Run 1, cell outlines without signal wires:
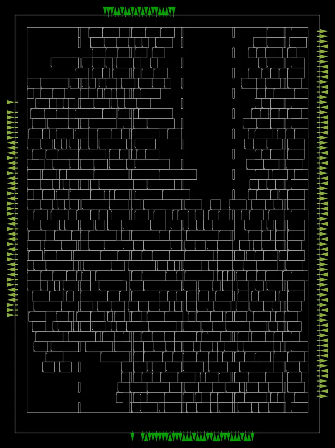
Run 1, signal wires by layer:
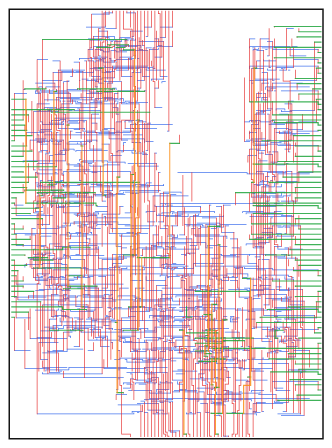
Run 1, clock network drawn from the DEF:
The bar under the picture is 20 um long.
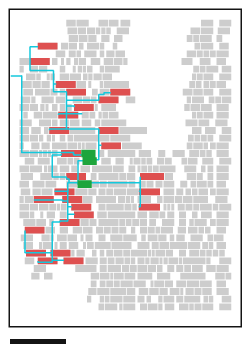
<file path="src/rtl/mem_pkg.sv">
// Shared definitions for the data-memory access path: size codes, split FSM states
// and the default for misaligned-access splitting.
package mem_pkg;

    localparam logic [1:0] SIZE_BYTE = 2'b00;
    localparam logic [1:0] SIZE_HALF = 2'b01;
    localparam logic [1:0] SIZE_WORD = 2'b10;

    localparam bit MISALIGN_EN_DEFAULT = 1'b1;

    typedef enum logic [0:0] {
        StIdle,
        StSplit
    } split_state_t;

endpackage

</file>
<file path="src/rtl/load_extend.sv">
// Assembles a split load from the buffered low bytes and the final byte, then
// sign- or zero-extends halfwords to 32 bits.
module load_extend (
    input  logic        is_half,
    input  logic        is_unsigned,
    input  logic [23:0] low_bytes,
    input  logic [7:0]  top_byte,
    output logic [31:0] data
);

    logic [15:0] half;

    // Halfwords use only the first buffered byte; words use all three.
    always_comb begin
        half = {top_byte, low_bytes[7:0]};
        if (is_half) begin
            data = is_unsigned ? {16'h0000, half} : {{16{half[15]}}, half};
        end else begin
            data = {top_byte, low_bytes};
        end
    end

endmodule

</file>
<file path="src/rtl/misaligned_access_unit.sv">
// Sits between the core's load/store port and the data memory. Aligned accesses
// pass straight through; misaligned halfwords/words are serialised into byte ops.
module misaligned_access_unit
    import mem_pkg::*;
#(
    parameter int unsigned ADDR_W      = 12,
    parameter bit          MISALIGN_EN = MISALIGN_EN_DEFAULT
) (
    input  logic              clock,
    input  logic              reset,
    input  logic              req_valid,
    input  logic              req_we,
    input  logic [1:0]        req_size,
    input  logic              req_unsigned,
    input  logic [ADDR_W-1:0] req_addr,
    input  logic [31:0]       req_wdata,
    output logic              stall,
    output logic              resp_valid,
    output logic [31:0]       resp_rdata,
    output logic [ADDR_W-1:0] mem_addr,
    output logic [31:0]       mem_wdata,
    output logic              mem_write,
    output logic              mem_sw,
    output logic              mem_sh,
    output logic              mem_sb,
    output logic              mem_lw,
    output logic              mem_lh,
    output logic              mem_lhu,
    output logic              mem_lb,
    output logic              mem_lbu,
    input  logic [31:0]       mem_rdata
);

    split_state_t state_q;
    logic [1:0]   count_q;
    logic [23:0]  buffer_q;

    logic        is_half;
    logic        is_word;
    logic        misaligned;
    logic        splitting;
    logic [1:0]  byte_idx;
    logic [1:0]  last_idx;
    logic        last_byte;
    logic [31:0] split_rdata;

    // Size code 11 behaves as a word.
    assign is_half    = (req_size == SIZE_HALF);
    assign is_word    = req_size[1];
    assign misaligned = MISALIGN_EN &&
                        ((is_half && req_addr[0]) || (is_word && (req_addr[1:0] != 2'b00)));
    // Once in StSplit the core holds the request stable, so no need to re-test alignment.
    assign splitting  = (state_q == StSplit) || misaligned;
    assign byte_idx   = (state_q == StSplit) ? count_q : 2'd0;
    assign last_idx   = is_half ? 2'd1 : 2'd3;
    assign last_byte  = (byte_idx == last_idx);

    load_extend u_load_extend (
        .is_half     (is_half),
        .is_unsigned (req_unsigned),
        .low_bytes   (buffer_q),
        .top_byte    (mem_rdata[7:0]),
        .data        (split_rdata)
    );

    // Split sequencing: byte counter and capture of the low load bytes.
    always_ff @(posedge clock) begin
        if (reset) begin
            state_q  <= StIdle;
            count_q  <= 2'd0;
            buffer_q <= 24'h000000;
        end else begin
            unique case (state_q)
                StIdle: begin
                    if (req_valid && misaligned) begin
                        state_q <= StSplit;
                        count_q <= 2'd1;
                        if (!req_we) begin
                            buffer_q[7:0] <= mem_rdata[7:0];
                        end
                    end
                end
                StSplit: begin
                    if (!req_valid || last_byte) begin
                        // Abort (request withdrawn) or completion.
                        state_q <= StIdle;
                        count_q <= 2'd0;
                    end else begin
                        count_q <= count_q + 2'd1;
                        if (!req_we) begin
                            case (count_q)
                                2'd1:    buffer_q[15:8]  <= mem_rdata[7:0];
                                default: buffer_q[23:16] <= mem_rdata[7:0];
                            endcase
                        end
                    end
                end
            endcase
        end
    end

    // Memory command and core response; everything is quiet while reset is held.
    always_comb begin
        stall      = 1'b0;
        resp_valid = 1'b0;
        resp_rdata = 32'h0000_0000;
        mem_addr   = req_addr;
        mem_wdata  = req_wdata;
        mem_write  = 1'b0;
        mem_sw     = 1'b0;
        mem_sh     = 1'b0;
        mem_sb     = 1'b0;
        mem_lw     = 1'b0;
        mem_lh     = 1'b0;
        mem_lhu    = 1'b0;
        mem_lb     = 1'b0;
        mem_lbu    = 1'b0;
        if (!reset && req_valid) begin
            if (splitting) begin
                mem_addr   = req_addr + ADDR_W'(byte_idx);
                mem_wdata  = {24'h000000, req_wdata[{byte_idx, 3'b000} +: 8]};
                mem_write  = req_we;
                mem_sb     = req_we;
                mem_lbu    = !req_we;
                stall      = !last_byte;
                resp_valid = last_byte;
                if (last_byte && !req_we) begin
                    resp_rdata = split_rdata;
                end
            end else begin
                mem_write  = req_we;
                resp_valid = 1'b1;
                resp_rdata = req_we ? 32'h0000_0000 : mem_rdata;
                case (req_size)
                    SIZE_BYTE: begin
                        mem_sb  = req_we;
                        mem_lb  = !req_we && !req_unsigned;
                        mem_lbu = !req_we && req_unsigned;
                    end
                    SIZE_HALF: begin
                        mem_sh  = req_we;
                        mem_lh  = !req_we && !req_unsigned;
                        mem_lhu = !req_we && req_unsigned;
                    end
                    default: begin
                        mem_sw = req_we;
                        mem_lw = !req_we;
                    end
                endcase
            end
        end
    end

endmodule

</file>
<file path="config.mk">
export PLATFORM = sky130hd
export DESIGN_NAME = misaligned_access_unit
export DESIGN_NICKNAME = d
export VERILOG_FILES = /design/src/rtl/mem_pkg.sv /design/src/rtl/load_extend.sv /design/src/rtl/misaligned_access_unit.sv
export SDC_FILE = /design/constraint.sdc
export NUM_CORES = 1
export LEC_CHECK = 0
export ABC_AREA = 0
export CAP_MARGIN = 0
export CORE_ASPECT_RATIO = 1.4
export CORE_MARGIN = 3
export CORE_UTILIZATION = 35
export DETAILED_ROUTE_END_ITERATION = 16
export PLACE_DENSITY = 0.89
export SKIP_CTS_REPAIR_TIMING = 1
export SLEW_MARGIN = 40
export SYNTH_ARGS = -nofsm -noshare
export SYNTH_HDL_FRONTEND = slang
export SYNTH_HIERARCHICAL = 1
export SYNTH_SLANG_ARGS = --single-unit
</file>
<file path="constraint.sdc">
create_clock -name clock -period 2.33 [get_ports clock]
set_input_delay 0.3495 -clock clock [delete_from_list [all_inputs] [get_ports clock]]
set_output_delay 0.3495 -clock clock [all_outputs]
set_load 0.01 [all_outputs]
</file>
==> qor.tcl, run 1 <==
set qor(final_max_slew_viol_count) 0
set qor(buffer_ports.inserted) 169
set qor(share_of_final_layout_cell_area_taken_by_clock_buffers_and_inverters) 0.00897
set qor(failed_checks) {negative setup slack}
set qor(worstPathCellList) {nand2_2 > inv_2 > ha_2 > a21o_1 > nand3_2 > or4b_4 > xnor2_1 > buf_2}
set qor(internal_power_w) 0.000990
set qor(top_register) {buffer_q}
set qor(final-comb-area_mm2) 0.00218
set qor(antenna-diode-count) 0
set qor(hold_class) {reg2reg}
set qor(worst-path-stages) 8
set qor(hold_ws_ns) 0.484
set qor(met2_usage) 0.436
set qor(area_growth_pct) 93.2
set qor(nonClockBufferCount) 245
set qor(drt_drc_violations_left) 0
set qor(overflow_left_after_global_routing) 0
set qor(setup_failing_eps_final) 3
set qor(clkSinkCount) 27
set qor(die_y_um) 112
set qor(ys_top_cells_by_area) {sky130_fd_sc_hd__dfxtp_1, sky130_fd_sc_hd__a22o_1, sky130_fd_sc_hd__mux2i_1}
set qor(area.sequential_um2) 547
set qor(reg2reg_setup_slack_ns) 0.54
set qor(layout_top_cell) {sky130_fd_sc_hd__clkdlybuf4s50_1}
set qor(p_per_area_mw_per_mm2) 266
set qor(cts.root.buffer_cell) {sky130_fd_sc_hd__clkbuf_8}
set qor(warnings) 27
set qor(cts.path.max_buffers) 2
set qor(gate_count_after_technology_mapping) 342
set qor(power_frac_seq) 0.331
set qor(post_synth_tally_of_flip_flops_with_integrated_enable) 0
set qor(grt_max_degree) 36
set qor(number_of_flip_flops_under_the_largest_register_name) 24
set qor(routed-wl-met2_um) 6610
set qor(ys.flop_type) {sky130_fd_sc_hd__dfxtp_1}
set qor(drtIter0Drc) 138
set qor(syn_area_per_cell_um2) 8.23
set qor(maxSlewHeadroom) 0.772
set qor(reg2reg_depth) 6
set qor(critical_path_buf_inv_count) 2
set qor(topRoutingLayerUsed) {met4}
set qor(htreeDepth) 1
set qor(timing.setup.critical_path_class) {reg2out}
set qor(period_needed_ns) 2.52
set qor(grt_first_pass_wirelength_um) 16000
set qor(filler_cell_count) 551
set qor(yosys.stat.seqShare) 0.192
set qor(logic_gate_count) 261
set qor(synth.cells.most_frequent) {sky130_fd_sc_hd__nand2b_1, sky130_fd_sc_hd__a22o_1, sky130_fd_sc_hd__dfxtp_1}
set qor(seq_cells) 27
set qor(gr-usage-met1) 0.200
set qor(crit_fanout) 4
set qor(route.detailed.vias_per_inst) 5.44
set qor(gpl.final_weighted_congestion) 0.912
set qor(cpPeakStageDelay_ns) 0.54
set qor(worst_slack_ns) -0.189
set qor(net_switching_w) 0.000459
set qor(yosys_area_mm2) 0.00282
set qor(startpoint) {state_q$_SDFF_PP0_}
set qor(finClkSkew_ns) 0.00610
set qor(floorplan.nets) 429
set qor(dpl_cell_area_mm2) 0.00493
set qor(asyncSetResetFlopFracSynth) 0
set qor(final.signal_inverter_count) 20
set qor(holdPathEnd) {buffer_q[23]$_SDFFE_PP0P_}
set qor(hpwl_um) 8440
set qor(row_count) 38
set qor(pwr.group.sequential_w) 0.000479
set qor(outcome) {complete, but fails checks}
set qor(final_hold_viol_count) 0
set qor(critical_path.endpoint_type) {output pin}
set qor(antenna_left) 0
set qor(power.total_w) 0.00145
set qor(tcrit_tclk_final) 1.08
set qor(cp_data_arrival_time_ns) 2.17
set qor(place_worst_setup_slack_ns) -0.576
set qor(dpl.cell_count) 635
set qor(synthXorXnorAreaFrac) 0.0440
set qor(final_nets) 645
set qor(synth_cell_types) 49
set qor(grt_antenna_before_repair) 0
set qor(unrepaired_setup_endpoints_after_global_routing) {true}
set qor(first_global_vias) 3472
set qor(adder_share) 0.0204
set qor(netlist_logic_family_top) {simple AND/OR/NAND/NOR gates}
set qor(yosysTopAreaCell) {sky130_fd_sc_hd__dfxtp_1}
set qor(top_power_group) {combinational logic}
set qor(r2r_start) {count_q[1]$_SDFFE_PP0P_}
set qor(last_element_of_the_critical_path) {mem_addr[5]}
set qor(largest_cell_class) {buffers}
set qor(most_numerous_cell_in_the_yosys_netlist) {sky130_fd_sc_hd__nand2b_1}
set qor(grt_most_used_layer) {met2}
set qor(combinationalPowerShare) 0.481
set qor(sh_seq_area) 0.101
set qor(area_of_the_chip_mm2) 0.00917
set qor(final_layout_non_clock_buffer_area_share) 0.452
set qor(boundaryPins) 170
set qor(critPathLaunchType) {register}
set qor(critical_path.top_delay_family) {simple AND/OR/NAND/NOR gates}
set qor(fp_util) 0.361
set qor(compound_area_frac) 0.238
set qor(slowest_stage) {sky130_fd_sc_hd__or4b_4}
set qor(largest_vdd_supply_drop_mv) 0.259
set qor(drv_cap) 0
set qor(synth_simple_gate_area_share) 0.245
set qor(netSwitchingFraction) 0.317
set qor(met1_wl_um) 4140
set qor(largest_registers) {buffer_q (24), count_q (2), state_q (1)}
set qor(num_tap_cells) 100
set qor(yosysWarnings) 6
set qor(comb_share) 0.402
set qor(drt-pass1-iter-count) 4
set qor(synth-cells-yosys) 342
set qor(grt.met3_usage) 0.0433
set qor(insertion_delay_ns) 0.27
set qor(synth_area_mm2) 0.00282
set qor(utilization_after_layout) 0.698
set qor(mux_share) 0.163
set qor(pwr.group.combinational_w) 0.000697
set qor(post_route_cells_drive_above_1_share) 0.287
set qor(layout_top_cells) {sky130_fd_sc_hd__clkdlybuf4s50_1, sky130_fd_sc_hd__dlymetal6s2s_1, sky130_fd_sc_hd__buf_4, sky130_fd_sc_hd__nand2b_1, sky130_fd_sc_hd__a22o_1}
set qor(detailroute.wirelength.met3_um) 1180
set qor(die_x_um) 81.8
set qor(design_area_mm2) 0.00544
set qor(numCtsBuffers) 3
set qor(synth.ff_latch_count) 27
set qor(timing_worst_slew_pin_value_ns) 0.339
## Picture notes: 'cell outlines without signal wires'
tally of non-filler cells in the final layout: 657
Floorplan Core Area: 0.00780 mm^2

## Picture notes: 'signal wires by layer'
layer	color	wire length
metal 1	blue	4140 um
metal 4	orange	668 um
metal 3	green	1180 um
metal 2	red	6610 um
total routing resource utilization after global routing: 0.215
drt wl/cell: 19.2 um
DRT Wirelength: 12600 um
via count: 3574

## Picture notes: 'clock network drawn from the DEF'
[clock drivers] green | count: 3
[clock wires] cyan | length: 315 um
[flip-flops] red | count: 27
routed clock nets	4
Clk pwr share: 0.189
P_clk: 0.000274 W

Run 1, layout detail:
Region (21, 14) to (61, 54) um. Cells in gray, sequential cells in the stronger gray; small squares are vias.
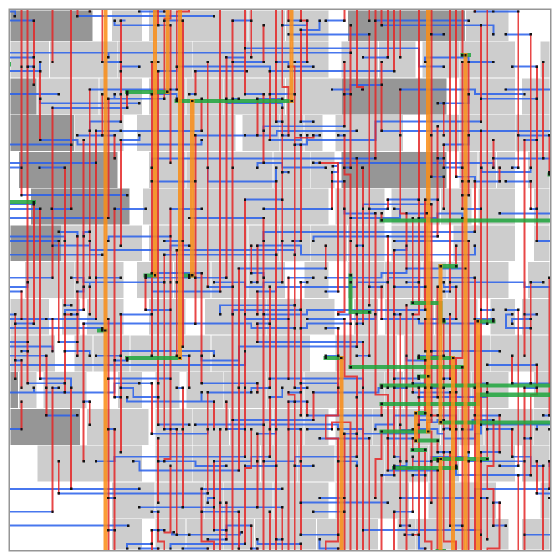

==> run 1 -> run 2 <==
--- a/config.mk
+++ b/config.mk
@@ -12,6 +12,7 @@
 export CORE_UTILIZATION = 35
 export DETAILED_ROUTE_END_ITERATION = 16
 export PLACE_DENSITY = 0.89
+export REMOVE_ABC_BUFFERS = 1
 export SKIP_CTS_REPAIR_TIMING = 1
 export SLEW_MARGIN = 40
 export SYNTH_ARGS = -nofsm -noshare
Run 2, layout detail:
Region (21, 14) to (61, 54) um. Cells in gray, sequential cells in the stronger gray; small squares are vias.
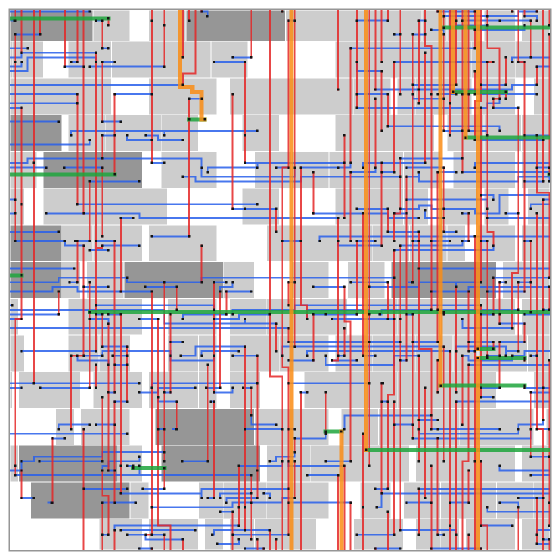
layer	color
metal 2	red
metal 1	blue
metal 3	green
metal 4	orange
most frequent	buf_4 (33), dfxtp_1 (11), nand2b_1 (8)
netlist names of flops here include	`buffer_q` (11), `count_q` (1)
sequential cells in the window	12
cells with their middle in the window	129

==> qor.tcl, run 2 <==
set qor(route.detailed.vias_per_inst) 5.25
set qor(dpl_cell_area_mm2) 0.00493
set qor(asyncSetResetFlopFracSynth) 0
set qor(nonClockBufferCount) 247
set qor(drt_drc_violations_left) 0
set qor(top_register) {buffer_q}
set qor(overflow_left_after_global_routing) 0
set qor(pwr.group.sequential_w) 0.000480
set qor(final-comb-area_mm2) 0.00220
set qor(buffer_ports.inserted) 169
set qor(reg2reg_depth) 6
set qor(slowest_stage) {sky130_fd_sc_hd__or4b_1}
set qor(htreeDepth) 1
set qor(drt-pass1-iter-count) 4
set qor(finClkSkew_ns) 0.00315
set qor(maxSlewHeadroom) 0.754
set qor(grt_most_used_layer) {met2}
set qor(grt.met3_usage) 0.0538
set qor(tcrit_tclk_final) 1.09
set qor(drtIter0Drc) 141
set qor(power_frac_seq) 0.331
set qor(area_growth_pct) 96.3
set qor(failed_checks) {negative setup slack}
set qor(routed-wl-met2_um) 6040
set qor(ys_top_cells_by_area) {sky130_fd_sc_hd__dfxtp_1, sky130_fd_sc_hd__a22o_1, sky130_fd_sc_hd__mux2i_1}
set qor(unrepaired_setup_endpoints_after_global_routing) {true}
set qor(met1_wl_um) 4180
set qor(timing.setup.critical_path_class) {reg2out}
set qor(sh_seq_area) 0.0987
set qor(vias) 3459
set qor(setup_failing_eps_final) 7
set qor(reg2reg_setup_slack_ns) 0.47
set qor(clkSinkCount) 27
set qor(hpwl_um) 7990
set qor(final.signal_inverter_count) 20
set qor(grt_util_all_layers) 0.211
set qor(design_area_mm2) 0.00553
set qor(synth_simple_gate_area_share) 0.245
set qor(avgRoutedWirePerCell_um) 17.8
set qor(critical_path.top_delay_family) {simple AND/OR/NAND/NOR gates}
set qor(holdPathEnd) {buffer_q[10]$_SDFFE_PP0P_}
set qor(adder_share) 0.0204
set qor(numCtsBuffers) 3
set qor(instances_no_fill) 659
set qor(hold_ws_ns) 0.481
set qor(layout_top_cells) {sky130_fd_sc_hd__clkdlybuf4s50_1, sky130_fd_sc_hd__dlymetal6s2s_1, sky130_fd_sc_hd__buf_4, sky130_fd_sc_hd__nand2b_1, sky130_fd_sc_hd__a22o_1}
set qor(period_needed_ns) 2.54
set qor(utilization_after_layout) 0.709
set qor(final_hold_viol_count) 0
set qor(filler_cell_count) 557
set qor(die_y_um) 112
set qor(compound_area_frac) 0.238
set qor(antenna-diode-count) 0
set qor(final_layout_non_clock_buffer_area_share) 0.458
set qor(post_route_cells_drive_above_1_share) 0.272
set qor(seq_cells) 27
set qor(boundaryPins) 170
set qor(clk_pwr_share) 0.186
set qor(mux_share) 0.163
set qor(drv_cap) 0
set qor(r2r_start) {count_q[0]$_SDFFE_PP0P_}
set qor(outcome) {complete, but fails checks}
set qor(worst_slack_ns) -0.214
set qor(p_per_area_mw_per_mm2) 263
set qor(warnings) 26
set qor(final_max_slew_viol_count) 0
set qor(floorplan.core_area_mm2) 0.00780
set qor(row_count) 38
set qor(last_element_of_the_critical_path) {mem_addr[5]}
set qor(combinationalPowerShare) 0.483
Power and IR drop assume default switching activity.
